[config.mk]
export PLATFORM = sky130hd
export DESIGN_NAME = register_bank_flat
export DESIGN_NICKNAME = d
export VERILOG_FILES = /design/src/rtl/register_bank_pkg.sv /design/src/rtl/register_bank_if.sv /design/src/rtl/register_bank_rdport.sv /design/src/rtl/register_bank.sv /design/src/flat_wrapper.sv
export SDC_FILE = /design/constraint.sdc
export NUM_CORES = 2
export LEC_CHECK = 0
export CAP_MARGIN = 25
export CORE_MARGIN = 1
export CORE_UTILIZATION = 56
export DETAILED_ROUTE_END_ITERATION = 8
export PLACE_DENSITY = 0.8
export SYNTH_ARGS = -nofsm -noshare
export SYNTH_HDL_FRONTEND = slang
export SYNTH_SLANG_ARGS = --single-unit
[constraint.sdc]
create_clock -name clock -period 34.8 [get_ports clock]
set_input_delay 3.48 -clock clock [delete_from_list [all_inputs] [get_ports clock]]
set_output_delay 3.48 -clock clock [all_outputs]
set_load 0.01 [all_outputs]
[src/rtl/register_bank_pkg.sv]
// Shared defaults and constants for the register bank and its read ports.
package register_bank_pkg;

   localparam int unsigned DEF_XLEN  = 32;
   localparam int unsigned DEF_NREGS = 32;
   localparam int unsigned DEF_NREAD = 2;
   localparam int unsigned ZERO_IDX  = 0;

   // Address width for a given register count; at least one bit.
   function automatic int unsigned addr_width(input int unsigned nregs);
      return (nregs > 1) ? $clog2(nregs) : 1;
   endfunction

endpackage

[src/rtl/register_bank_if.sv]
// Decode/writeback-facing bus of the register bank.
interface register_bank_if
   import register_bank_pkg::*;
#(
   parameter int unsigned XLEN  = DEF_XLEN,
   parameter int unsigned NREGS = DEF_NREGS,
   parameter int unsigned NREAD = DEF_NREAD
);

   localparam int unsigned AW = addr_width(NREGS);

   logic                  RegWrite;
   logic [AW-1:0]         writeReg;
   logic [XLEN-1:0]       writeData;
   logic [NREAD*AW-1:0]   readReg;
   logic [NREAD*XLEN-1:0] readData;
   logic                  issueValid;
   logic [AW-1:0]         issueReg;
   logic                  flush;
   logic [NREAD-1:0]      busy;

   // Pipeline side: drives addresses, writes and issues.
   modport master (
      output RegWrite, writeReg, writeData, readReg, issueValid, issueReg, flush,
      input  readData, busy
   );

   // Register bank side.
   modport slave (
      input  RegWrite, writeReg, writeData, readReg, issueValid, issueReg, flush,
      output readData, busy
   );

endinterface

[src/rtl/register_bank_rdport.sv]
// One read port: storage mux, x0 mask, write bypass and busy mask.
module register_bank_rdport
   import register_bank_pkg::*;
#(
   parameter int unsigned XLEN     = DEF_XLEN,
   parameter int unsigned NREGS    = DEF_NREGS,
   parameter int unsigned ZERO_REG = 1,
   parameter int unsigned BYPASS   = 1,
   parameter int unsigned AW       = addr_width(NREGS)
) (
   input  logic [NREGS-1:0][XLEN-1:0] regs,
   input  logic [NREGS-1:0]           sb,
   input  logic                       hold,     // reset active: suppress bypass
   input  logic [AW-1:0]              addr,
   input  logic                       wr_en,
   input  logic [AW-1:0]              wr_addr,
   input  logic [XLEN-1:0]            wr_data,
   output logic [XLEN-1:0]            data,
   output logic                       busy
);

   logic hit;
   logic is_zero;

   // Resolve data and busy for this port; x0 masking overrides the bypass.
   always_comb begin
      hit     = (BYPASS != 0) && !hold && wr_en && (wr_addr == addr);
      is_zero = (ZERO_REG != 0) && (addr == AW'(ZERO_IDX));
      data    = regs[addr];
      busy    = sb[addr];
      if (hit) begin
         data = wr_data;
         busy = 1'b0;
      end
      if (is_zero) begin
         data = '0;
         busy = 1'b0;
      end
   end

endmodule

[src/rtl/register_bank.sv]
// RISC-V integer register file with busy scoreboard and per-port bypass.
module register_bank
   import register_bank_pkg::*;
#(
   parameter int unsigned XLEN     = DEF_XLEN,
   parameter int unsigned NREGS    = DEF_NREGS,
   parameter int unsigned NREAD    = DEF_NREAD,
   parameter int unsigned ZERO_REG = 1,
   parameter int unsigned BYPASS   = 1
) (
   input logic          clock,
   input logic          reset,
   register_bank_if.slave bus
);

   localparam int unsigned AW = addr_width(NREGS);

   logic [NREGS-1:0][XLEN-1:0] regs;
   logic [NREGS-1:0]           sb;
   logic [NREGS-1:0]           sb_next;
   logic                       wr_ok;
   logic                       issue_ok;

   // Qualify write and issue; x0 never stores data or becomes busy.
   always_comb begin
      wr_ok    = bus.RegWrite &&
                 !((ZERO_REG != 0) && (bus.writeReg == AW'(ZERO_IDX)));
      issue_ok = bus.issueValid &&
                 !((ZERO_REG != 0) && (bus.issueReg == AW'(ZERO_IDX)));
   end

   // Scoreboard next state: flush beats issue, a new producer beats writeback.
   always_comb begin
      sb_next = sb;
      if (bus.flush) begin
         sb_next = '0;
      end else begin
         if (bus.RegWrite && !(bus.issueValid && (bus.issueReg == bus.writeReg))) begin
            sb_next[bus.writeReg] = 1'b0;
         end
         if (issue_ok) begin
            sb_next[bus.issueReg] = 1'b1;
         end
      end
   end

   // Register storage with asynchronous clear.
   always_ff @(posedge clock or posedge reset) begin
      if (reset) begin
         regs <= '0;
      end else if (wr_ok) begin
         regs[bus.writeReg] <= bus.writeData;
      end
   end

   // Busy scoreboard with asynchronous clear.
   always_ff @(posedge clock or posedge reset) begin
      if (reset) begin
         sb <= '0;
      end else begin
         sb <= sb_next;
      end
   end

   for (genvar i = 0; i < NREAD; i++) begin : g_rdport
      register_bank_rdport #(
         .XLEN     (XLEN),
         .NREGS    (NREGS),
         .ZERO_REG (ZERO_REG),
         .BYPASS   (BYPASS),
         .AW       (AW)
      ) u_rdport (
         .regs    (regs),
         .sb      (sb),
         .hold    (reset),
         .addr    (bus.readReg[i*AW +: AW]),
         .wr_en   (bus.RegWrite),
         .wr_addr (bus.writeReg),
         .wr_data (bus.writeData),
         .data    (bus.readData[i*XLEN +: XLEN]),
         .busy    (bus.busy[i])
      );
   end

endmodule
[src/flat_wrapper.sv]
// flat-port wrapper written by rule: the top's interface ports become plain ports
module register_bank_flat import register_bank_pkg::*;
#(
   parameter int unsigned XLEN     = DEF_XLEN,
   parameter int unsigned NREGS    = DEF_NREGS,
   parameter int unsigned NREAD    = DEF_NREAD,
   parameter int unsigned ZERO_REG = 1,
   parameter int unsigned BYPASS   = 1
)
  (clock, reset, bus_RegWrite, bus_writeReg, bus_writeData, bus_readReg, bus_issueValid, bus_issueReg, bus_flush, bus_readData, bus_busy);
  register_bank_if #(.XLEN(XLEN), .NREGS(NREGS), .NREAD(NREAD)) bus_i ();
  input logic clock;
  input logic reset;
  input wire logic [$bits(bus_i.RegWrite)-1:0] bus_RegWrite;
  input wire logic [$bits(bus_i.writeReg)-1:0] bus_writeReg;
  input wire logic [$bits(bus_i.writeData)-1:0] bus_writeData;
  input wire logic [$bits(bus_i.readReg)-1:0] bus_readReg;
  input wire logic [$bits(bus_i.issueValid)-1:0] bus_issueValid;
  input wire logic [$bits(bus_i.issueReg)-1:0] bus_issueReg;
  input wire logic [$bits(bus_i.flush)-1:0] bus_flush;
  output wire logic [$bits(bus_i.readData)-1:0] bus_readData;
  output wire logic [$bits(bus_i.busy)-1:0] bus_busy;
  assign bus_i.RegWrite = bus_RegWrite;
  assign bus_i.writeReg = bus_writeReg;
  assign bus_i.writeData = bus_writeData;
  assign bus_i.readReg = bus_readReg;
  assign bus_i.issueValid = bus_issueValid;
  assign bus_i.issueReg = bus_issueReg;
  assign bus_i.flush = bus_flush;
  assign bus_readData = bus_i.readData;
  assign bus_busy = bus_i.busy;
  register_bank #(.XLEN(XLEN), .NREGS(NREGS), .NREAD(NREAD), .ZERO_REG(ZERO_REG), .BYPASS(BYPASS)) u_core (.clock(clock), .reset(reset), .bus(bus_i));
endmodule
==> results.yml <==
# yosys + openroad results
sta:
  fin_setup_tns_ps: 0
  hold_slack_ps: 394
  hold_viol: 0
  finalClockSkew_ps: 0
  setup_violations: 0
  slew_headroom_pct: 18.5
  worst_pin_slew_ps: 1220
  max_clock_freq_mhz: 87.1
routing:
  detail_route.first_pass.iterations: 6
  via_per_inst: 7.18
  maxUsedRoutingLayer: "met5"
  routedLengthMet1_um: 66100
synthesis:
  netlist.area_leader.share_pct: 45.9
  post_synth_main_area_contributors: "sky130_fd_sc_hd__dfrtp_1 46%, sky130_fd_sc_hd__mux2_2 20%, sky130_fd_sc_hd__mux4_2 17%"
  yosys.stat.chipArea_um2: 57500
  post_synthesis_cell_area_um2: 57500
  yosysTopAreaCell: "sky130_fd_sc_hd__dfrtp_1"
  syn_area_per_cell_um2: 14.2
  synth.yosys.warnings: 0
  netlist-cell-type-count: 57
  async_reset_ff_share_pct: 100
layout:
  nNonClkInverters: 6
  nFillCells: 7224
  clock_area_share_pct: 5.92
  area.growth.synth_to_final_pct: 10.5
  seq_cell_count: 1056
  layout.area.top_class: "multi-input combinational cells"
  n_antenna_cell: 3
  comb_area_um2: 29100
  nets: 3993
  layout-drive-gt1-share_pct: 45.5
  nonClkBufAreaFrac_pct: 3.92
  sh_comb_area_pct: 45.8
  nMultiInputCombCells: 2528
clock_network:
  post_cts_buffers: 0
  cts_bufs_inserted: 108
  clock_tree.htree_level_count: 3
  post_cts_repair_resize_count: 0
  cts-hold-fix-buffers: 0
  cts_sinks: 1056
  clkLatencyLatePin_ps: 700
  clock_slew_at_the_register_clock_pins_of_the_worst_setup_and_hold_paths_ps: 60
critical_path:
  worstSetupEndpointType: "primary output"
  r2r_cells: 1
  critical_path_peak_fanout: 47
  worst-setup-path-type: "in -> out"
  path_depth: 9
  most_common_cell_type_on_the_critical_path: "sky130_fd_sc_hd__buf_4"
  critPathRequiredTime_ps: 31320
  regToRegEndpoint: "u_core.regs[778]$_DFFE_PP0P_"
  timing.critical_path.arrival_ps: 8010
  critical_path.max_stage_delay_ps: 840
  cp_cell_sequence: "buf_8, buf_4, buf_4, mux4_2, nor2b_1, a211oi_1, a2111oi_0, a221o_1, clkdlybuf4s50_1"
  critical_path.slowest_cell: "sky130_fd_sc_hd__buf_4"
hold_path:
  worstHoldStart: "u_core.regs[20]$_DFFE_PP0P_"
  holdPathStages: 0
outcome:
  outcome: "finished, final reports clean"
global_route:
  grt_busiest_layer: "met2"
  grt_max_degree: 185
  grt_remaining_overflow: 0
power:
  design_power_total_mw: 3.59
  vdd.ir_drop.worst_mv: 0.0585
die:
  placeableCoreArea_um2: 102000
  design.die.area_um2: 104000
placement:
  dpl.hpwl_um: 94600
  place.gp.congestion: 0.844
==> where the power goes <==
| part | internal [mW] | switching (mW) |
|---|---|---|
| Sequential | 1.45 | 0.172 |
| Clock | 0.716 | 0.510 |
| Combinational | 0.437 | 0.301 |
| Total | 2.61 | 0.982 |
==> placed cells by master, fill, tap and decap left out, types with 10 or more instances in the layout <==
cell type | synthesis | routed
sky130_fd_sc_hd__clkbuf_16 | 0 | 117
sky130_fd_sc_hd__mux4_2 | 432 | 432
sky130_fd_sc_hd__o21bai_1 | 16 | 16
sky130_fd_sc_hd__nand2_1 | 61 | 46
sky130_fd_sc_hd__o22a_1 | 13 | 13
sky130_fd_sc_hd__nand3_1 | 16 | 16
sky130_fd_sc_hd__nor3b_1 | 11 | 11
sky130_fd_sc_hd__clkinv_2 | 0 | 26
sky130_fd_sc_hd__a221o_1 | 35 | 35
sky130_fd_sc_hd__a211oi_1 | 56 | 56
sky130_fd_sc_hd__a32o_1 | 14 | 14
sky130_fd_sc_hd__nor2_4 | 0 | 14
sky130_fd_sc_hd__mux2_2 | 1038 | 1038
sky130_fd_sc_hd__o21ai_0 | 55 | 55
sky130_fd_sc_hd__clkinvlp_4 | 0 | 12
sky130_fd_sc_hd__buf_4 | 46 | 87
sky130_fd_sc_hd__xnor2_1 | 12 | 12
sky130_fd_sc_hd__nor2b_1 | 50 | 48
sky130_fd_sc_hd__o22ai_1 | 24 | 24
sky130_fd_sc_hd__bufinv_16 | 0 | 11
sky130_fd_sc_hd__clkdlybuf4s50_1 | 0 | 113
sky130_fd_sc_hd__buf_16 | 0 | 10
sky130_fd_sc_hd__a22oi_1 | 38 | 38
sky130_fd_sc_hd__mux2i_1 | 239 | 239
sky130_fd_sc_hd__nor2_1 | 144 | 126
sky130_fd_sc_hd__a221oi_1 | 57 | 57
sky130_fd_sc_hd__clkbuf_8 | 0 | 23
sky130_fd_sc_hd__nor3_1 | 22 | 22
sky130_fd_sc_hd__o211ai_1 | 13 | 13
sky130_fd_sc_hd__nand2_2 | 0 | 15
sky130_fd_sc_hd__clkbuf_1 | 260 | 12
sky130_fd_sc_hd__a21oi_1 | 84 | 84
sky130_fd_sc_hd__dfrtp_1 | 1056 | 1056
sky130_fd_sc_hd__a2111oi_0 | 28 | 28
==> flip-flops by register name, indices dropped and copies added (netlist names) <==
name	cells
u_core.regs	1024
u_core.sb	32
==> Yosys cell counts (all sizes together) (50+ instances only) <==
library cell and instances:
nand2 61, a21oi 84, o21ai 57, clkbuf 262, mux2 1040, mux2i 239, nor2b 50, dfrtp 1056
nor2 144, a221oi 57, mux4 432, a211oi 56, buf 200
==> through the flow <==
stage	worst slack, ps	instance area, um^2
finish	23310	63500
global route	23130	63500
CTS	23350	63200
detailed placement	23390	59400
global placement	23390	59200
floorplan	1600	57500
==> kinds of logic after synthesis <==
family / count (synthesis) / synth area share (%)
AND/OR/NAND/NOR: 345 / 2.84
flip-flops: 1056 / 45.9
XOR/XNOR: 12 / 0.183
buffers and inverters: 468 / 3.77
multiplexers: 1711 / 41.4
AND-OR/OR-AND: 460 / 5.83
congestion_map.png
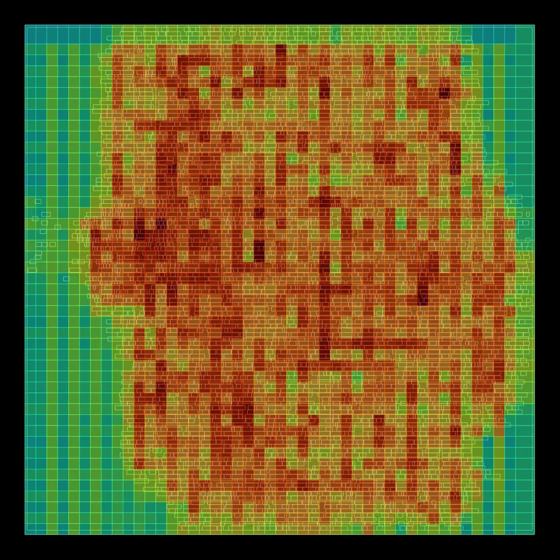
fraction of the core area covered by cells at the end of the flow: 62.5%
routing usage on met3: 9.64%
met2 global-route usage: 49.6%

m2.png
Cells faint in the background.
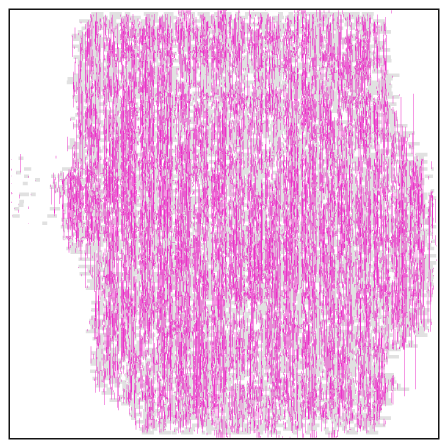
The layer carries 78.3 mm of wire. 3,637 nets have wire on it. The longest straight run is 111 um. The layer holds 46% of the routed length.
via total after detailed routing: 38,800
final wirelength: 172,000 um

port_trees.png
Bar = 100 um.
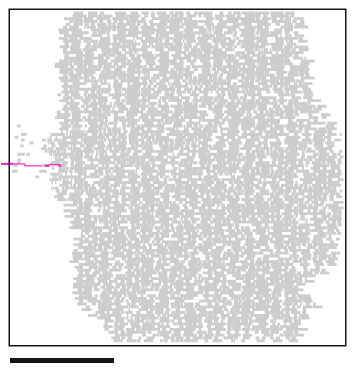
Key: reset = magenta [direction input, edge left, end cells 2, wire 45.5 um]
IO Count: 123
number of I/O port buffers: 122

No activity file was given, so power comes from the tool's default toggle rates.
